**src/rtl/alu_issue_ctrl_pkg.sv**
```systemverilog
// -----------------------------------------------------------------------------
// alu_issue_ctrl_pkg
// Shared definitions for the ALU issue/writeback controller:
//   - opcode constants (ALU ops 0000..1011, LOADI 1111, 1100..1110 illegal)
//   - controller FSM state encoding
//   - bit positions of the fields inside the 18-bit instruction word
//     {op[17:14], rd[13:12], ra[11:10], rb[9:8], imm[7:0]}
// -----------------------------------------------------------------------------
package alu_issue_ctrl_pkg;

   localparam int INSTR_W = 18;

   // Instruction field positions (LSB of each field)
   localparam int OP_LSB  = 14;
   localparam int RD_LSB  = 12;
   localparam int RA_LSB  = 10;
   localparam int RB_LSB  = 8;
   localparam int IMM_LSB = 0;

   // ALU opcodes; the value is passed to the ALU select unchanged
   localparam logic [3:0] OP_ADD   = 4'b0000;
   localparam logic [3:0] OP_SUB   = 4'b0001;
   localparam logic [3:0] OP_AND   = 4'b0010;
   localparam logic [3:0] OP_OR    = 4'b0011;
   localparam logic [3:0] OP_XOR   = 4'b0100;
   localparam logic [3:0] OP_NOT   = 4'b0101;
   localparam logic [3:0] OP_SHL   = 4'b0110;
   localparam logic [3:0] OP_SHR   = 4'b0111;
   localparam logic [3:0] OP_ROL   = 4'b1000;
   localparam logic [3:0] OP_ROR   = 4'b1001;
   localparam logic [3:0] OP_EQ    = 4'b1010;
   localparam logic [3:0] OP_LT    = 4'b1011;
   localparam logic [3:0] OP_LOADI = 4'b1111;

   typedef enum logic [1:0] {
      ST_IDLE = 2'd0,
      ST_EXEC = 2'd1,
      ST_RESP = 2'd2
   } state_e;

   // True for opcodes that go through the external ALU
   function automatic logic is_alu_op(input logic [3:0] op);
      return (op <= OP_LT);
   endfunction

endpackage

```
**src/rtl/alu_issue_ctrl_regfile.sv**
```systemverilog
// -----------------------------------------------------------------------------
// alu_regfile
// Small register file for the issue controller.
//   clk, rst_n            : clock, asynchronous active-low clear of all entries
//   i_raddr_a/o_rdata_a   : combinational read port A
//   i_raddr_b/o_rdata_b   : combinational read port B
//   i_we/i_waddr/i_wdata  : synchronous write port
// Reads return the contents before a write on the same edge.
// -----------------------------------------------------------------------------
module alu_regfile
   import alu_issue_ctrl_pkg::*;
#(
   parameter int DATA_W = 8,
   parameter int REG_AW = 2
) (
   input  logic              clk,
   input  logic              rst_n,
   input  logic              i_we,
   input  logic [REG_AW-1:0] i_waddr,
   input  logic [DATA_W-1:0] i_wdata,
   input  logic [REG_AW-1:0] i_raddr_a,
   input  logic [REG_AW-1:0] i_raddr_b,
   output logic [DATA_W-1:0] o_rdata_a,
   output logic [DATA_W-1:0] o_rdata_b
);

   localparam int DEPTH = 1 << REG_AW;

   logic [DATA_W-1:0] r_mem [DEPTH];

   always_ff @(posedge clk or negedge rst_n) begin
      if (!rst_n) begin
         for (int i = 0; i < DEPTH; i++) begin
            r_mem[i] <= '0;
         end
      end else if (i_we) begin
         r_mem[i_waddr] <= i_wdata;
      end
   end

   assign o_rdata_a = r_mem[i_raddr_a];
   assign o_rdata_b = r_mem[i_raddr_b];

endmodule

```
**src/rtl/alu_issue_ctrl.sv**
```systemverilog
// -----------------------------------------------------------------------------
// alu_issue_ctrl
// Serial issue/writeback controller sitting in front of an external
// combinational ALU. One instruction in flight at a time.
//   clk, rst_n                  : clock, asynchronous active-low reset
//   i_instr_valid/o_instr_ready : instruction handshake, i_instr = 18-bit word
//   o_alu_a/o_alu_b/o_alu_sel   : registered ALU operand/select drive
//   i_alu_c                     : ALU result (combinational from the above)
//   o_res_valid/i_res_ready     : result handshake
//   o_res_data/o_res_rd/o_res_err : result value, destination, illegal-op flag
//   o_op_count                  : completed instructions (wraps at 16 bits)
// -----------------------------------------------------------------------------
module alu_issue_ctrl
   import alu_issue_ctrl_pkg::*;
#(
   parameter int DATA_W = 8,
   parameter int REG_AW = 2
) (
   input  logic               clk,
   input  logic               rst_n,
   input  logic               i_instr_valid,
   output logic               o_instr_ready,
   input  logic [INSTR_W-1:0] i_instr,
   output logic [DATA_W-1:0]  o_alu_a,
   output logic [DATA_W-1:0]  o_alu_b,
   output logic [3:0]         o_alu_sel,
   input  logic [DATA_W-1:0]  i_alu_c,
   output logic               o_res_valid,
   input  logic               i_res_ready,
   output logic [DATA_W-1:0]  o_res_data,
   output logic [REG_AW-1:0]  o_res_rd,
   output logic               o_res_err,
   output logic [15:0]        o_op_count
);

   state_e            r_state;
   state_e            w_state_next;

   logic [DATA_W-1:0] r_alu_a;
   logic [DATA_W-1:0] r_alu_b;
   logic [3:0]        r_alu_sel;
   logic [DATA_W-1:0] r_res_data;
   logic [REG_AW-1:0] r_res_rd;
   logic              r_res_err;
   logic [15:0]       r_op_count;

   logic [3:0]        w_op;
   logic [REG_AW-1:0] w_rd;
   logic [REG_AW-1:0] w_ra;
   logic [REG_AW-1:0] w_rb;
   logic [DATA_W-1:0] w_imm;
   logic              w_accept;
   logic              w_is_alu;
   logic [DATA_W-1:0] w_rdata_a;
   logic [DATA_W-1:0] w_rdata_b;
   logic              w_we;
   logic [REG_AW-1:0] w_waddr;
   logic [DATA_W-1:0] w_wdata;

   assign w_op  = i_instr[OP_LSB +: 4];
   assign w_rd  = i_instr[RD_LSB +: REG_AW];
   assign w_ra  = i_instr[RA_LSB +: REG_AW];
   assign w_rb  = i_instr[RB_LSB +: REG_AW];
   assign w_imm = i_instr[IMM_LSB +: DATA_W];

   assign w_is_alu      = is_alu_op(w_op);
   assign o_instr_ready = (r_state == ST_IDLE);
   assign w_accept      = i_instr_valid && o_instr_ready;

   alu_regfile #(
      .DATA_W (DATA_W),
      .REG_AW (REG_AW)
   ) u_regfile (
      .clk       (clk),
      .rst_n     (rst_n),
      .i_we      (w_we),
      .i_waddr   (w_waddr),
      .i_wdata   (w_wdata),
      .i_raddr_a (w_ra),
      .i_raddr_b (w_rb),
      .o_rdata_a (w_rdata_a),
      .o_rdata_b (w_rdata_b)
   );

   // Next state and the single register-file write port. LOADI writes in
   // its handshake cycle; ALU ops write the ALU result at the end of EXEC,
   // using the destination already latched into r_res_rd.
   always_comb begin
      w_state_next = r_state;
      w_we         = 1'b0;
      w_waddr      = r_res_rd;
      w_wdata      = i_alu_c;
      case (r_state)
         ST_IDLE: begin
            if (w_accept) begin
               if (w_is_alu) begin
                  w_state_next = ST_EXEC;
               end else begin
                  w_state_next = ST_RESP;
                  if (w_op == OP_LOADI) begin
                     w_we    = 1'b1;
                     w_waddr = w_rd;
                     w_wdata = w_imm;
                  end
               end
            end
         end
         ST_EXEC: begin
            w_we         = 1'b1;
            w_state_next = ST_RESP;
         end
         ST_RESP: begin
            if (i_res_ready) begin
               w_state_next = ST_IDLE;
            end
         end
         default: w_state_next = ST_IDLE;
      endcase
   end

   always_ff @(posedge clk or negedge rst_n) begin
      if (!rst_n) begin
         r_state    <= ST_IDLE;
         r_alu_a    <= '0;
         r_alu_b    <= '0;
         r_alu_sel  <= '0;
         r_res_data <= '0;
         r_res_rd   <= '0;
         r_res_err  <= 1'b0;
         r_op_count <= '0;
      end else begin
         r_state <= w_state_next;

         if (r_state == ST_IDLE && w_accept) begin
            r_alu_a  <= w_rdata_a;
            r_alu_b  <= w_rdata_b;
            r_res_rd <= w_rd;
            // Non-ALU opcodes park the select at 0 so 1100..1111 never
            // reach the ALU.
            r_alu_sel <= w_is_alu ? w_op : 4'b0000;
            if (w_op == OP_LOADI) begin
               r_res_data <= w_imm;
               r_res_err  <= 1'b0;
            end else if (!w_is_alu) begin
               r_res_data <= '0;
               r_res_err  <= 1'b1;
            end
         end

         if (r_state == ST_EXEC) begin
            r_res_data <= i_alu_c;
            r_res_err  <= 1'b0;
         end

         if (r_state == ST_RESP && i_res_ready) begin
            r_op_count <= r_op_count + 16'd1;
         end
      end
   end

   assign o_alu_a     = r_alu_a;
   assign o_alu_b     = r_alu_b;
   assign o_alu_sel   = r_alu_sel;
   assign o_res_valid = (r_state == ST_RESP);
   assign o_res_data  = r_res_data;
   assign o_res_rd    = r_res_rd;
   assign o_res_err   = r_res_err;
   assign o_op_count  = r_op_count;

endmodule

```
**config.mk**
```make
export PLATFORM = sky130hd
export DESIGN_NAME = alu_issue_ctrl
export DESIGN_NICKNAME = d
export VERILOG_FILES = /design/src/rtl/alu_issue_ctrl_pkg.sv /design/src/rtl/alu_issue_ctrl_regfile.sv /design/src/rtl/alu_issue_ctrl.sv
export SDC_FILE = /design/constraint.sdc
export NUM_CORES = 1
export LEC_CHECK = 0
export ABC_AREA = 1
export CORE_ASPECT_RATIO = 0.9
export CORE_MARGIN = 2
export CORE_UTILIZATION = 40
export DETAILED_ROUTE_END_ITERATION = 16
export PLACE_DENSITY = 0.72
export SLEW_MARGIN = 20
export SYNTH_ARGS = -nofsm -noshare
export SYNTH_HDL_FRONTEND = slang
export SYNTH_SLANG_ARGS = --single-unit
export TNS_END_PERCENT = 20
```
**constraint.sdc**
```tcl
create_clock -name clk -period 1.8 [get_ports clk]
set_clock_uncertainty 0.15 [all_clocks]
set_input_delay 0.45 -clock clk [delete_from_list [all_inputs] [get_ports clk]]
set_output_delay 0.45 -clock clk [all_outputs]
set_load 0.02 [all_outputs]
```
run_1/port_nets.png
(3 px per um)
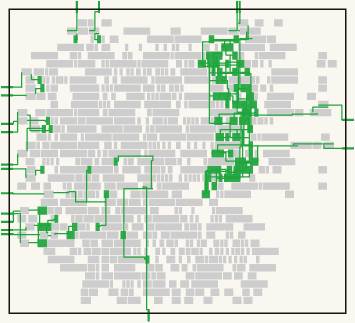
| color | port | bits | direction | edge | end cells | buffers | wire |
|---|---|---|---|---|---|---|---|
| green | i_instr | 18 | input | 11 left, 4 top, 2 right, 1 bottom | 85 | 23 | 990 um |
IO Port Bufs: 78
Top Ports: 79

run_1/gate_families.png
(4 px per um)
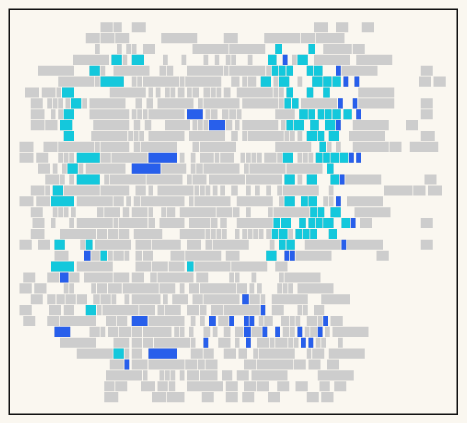
| color | family | cells | most used |
|---|---|---|---|
| blue | NOR gates | 42 | nor2_1 |
| cyan | inverting AOI/OAI gates | 85 | o211ai_1 |
fin cells: 753
most numerous logic cell after layout: nand2_1
logic gate fraction of the total cell area: 34.2%

run_1/final_clocks.png
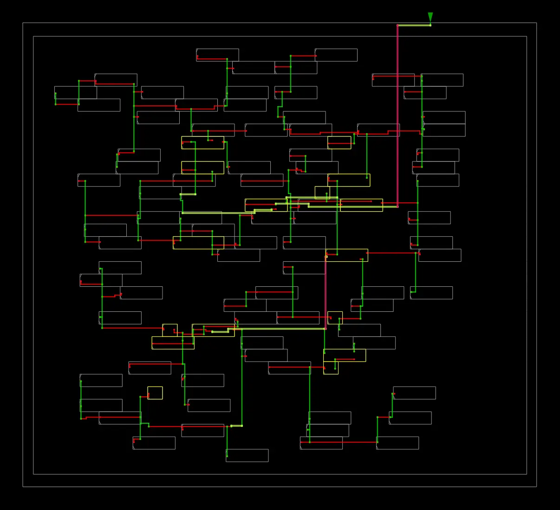
registers: 81
clk_buf instances: 10
CTS sink cnt: 81
clk pwr: 1.90 mW

==> out/results.ini, run 1 <==
[outcome]
status=complete, but fails checks
violations=setup timing

[timing]
hold_viol=0
maxSlewHeadroom_pct=73.8
setup_viol=1
final.setup.tns_ps=-12.1
setup_ws_ps=-12.1

[pwr]
powerComb_mw=3.85
p_per_area_nw_per_um2=1480
clkPwrFrac_pct=21.3
power.group.top=combinational cells

[final_layout]
antenna_cells=0
final-clk-cell-share_pct=5.16
area_share_nonclk_buffers_pct=21.5
inverters_excl_clock=45
fillers=848
largest_register=u_regfile.r_mem
n_all_buffers=130
logic_area_um2=2070

[floorplanning]
die_h_um=101
design.core.area_um2=10200
die_x_um=112

[synthesis]
postSynthCellCount=496
synth_warnings=0
xor_share_pct=2.73
synthTopCellsByArea=dfrtp_1, nand2_1, nand3_1, o211ai_1, inv_1
yosys_area_um2=4170
synthAoiAreaFrac_pct=13.4
yosys_most_used_dff=dfrtp_1
ys_seq_share_pct=48.6

[clocking]
clock-root-buffer=clkbuf_16
path_clk_slew_ps=60
cts_max_level=3

[detailed_routing]
wl_met1_um=5360
via_per_inst=5.40
wl_um=12100
dr.pass1.iters=5
wl_per_cell_um=16.1

[global_route]
grt_use_met3_pct=3.43
busiest_layer=met2
grt_max_degree=37
grt_use_met1_pct=29.3

[setup_path]
critPathCapture=u_regfile.r_mem[7]
cp-startpoint=r_state[0]
crit_buf_inv=2

[place]
place_ws_ps=-544
placed_area_um2=5300
place_inst=716

==> run 1 -> run 2 <==
--- a/config.mk
+++ b/config.mk
@@ -6,6 +6,7 @@
 export NUM_CORES = 1
 export LEC_CHECK = 0
 export ABC_AREA = 1
+export CAP_MARGIN = 20
 export CORE_ASPECT_RATIO = 0.9
 export CORE_MARGIN = 2
 export CORE_UTILIZATION = 40
run_2/density.png
(2 px per um) 11 x 10 tiles, from dark purple (low) to yellow (high), 0 to 100% covered.
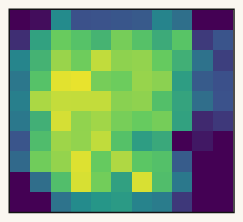
mean over tiles: 52%
densest ninth of the die: center
fullest tile: 97%
emptiest ninth of the die: lower right
nearly empty tiles: 13%

==> out/results.ini, run 2 <==
[outcome]
status=complete, but fails checks
violations=setup timing

[synthesis]
postSynthCellCount=496
synthTopCellsByArea=dfrtp_1, nand2_1, nand3_1, o211ai_1, inv_1
synth_warnings=0

[final_layout]
area_share_nonclk_buffers_pct=21.5
n_all_buffers=130
fillers=848
flops=81
num-clock-buffers=10
logic_area_um2=2070

[global_route]
grt_max_degree=37
grt_use_met3_pct=3.43
busiest_layer=met2

[timing]
setup_viol=1
setup_ws_ps=-12.1

[pwr]
p_clk_mw=1.90
clkPwrFrac_pct=21.3
power.group.top=combinational cells

[floorplanning]
design.core.area_um2=10200

[detailed_routing]
wl_met1_um=5360
dr.pass1.iters=5

[setup_path]
critPathCapture=u_regfile.r_mem[7]
cp-startpoint=r_state[0]

[clocking]
cts.sinks=81

No activity file was given, so power comes from the tool's default toggle rates.
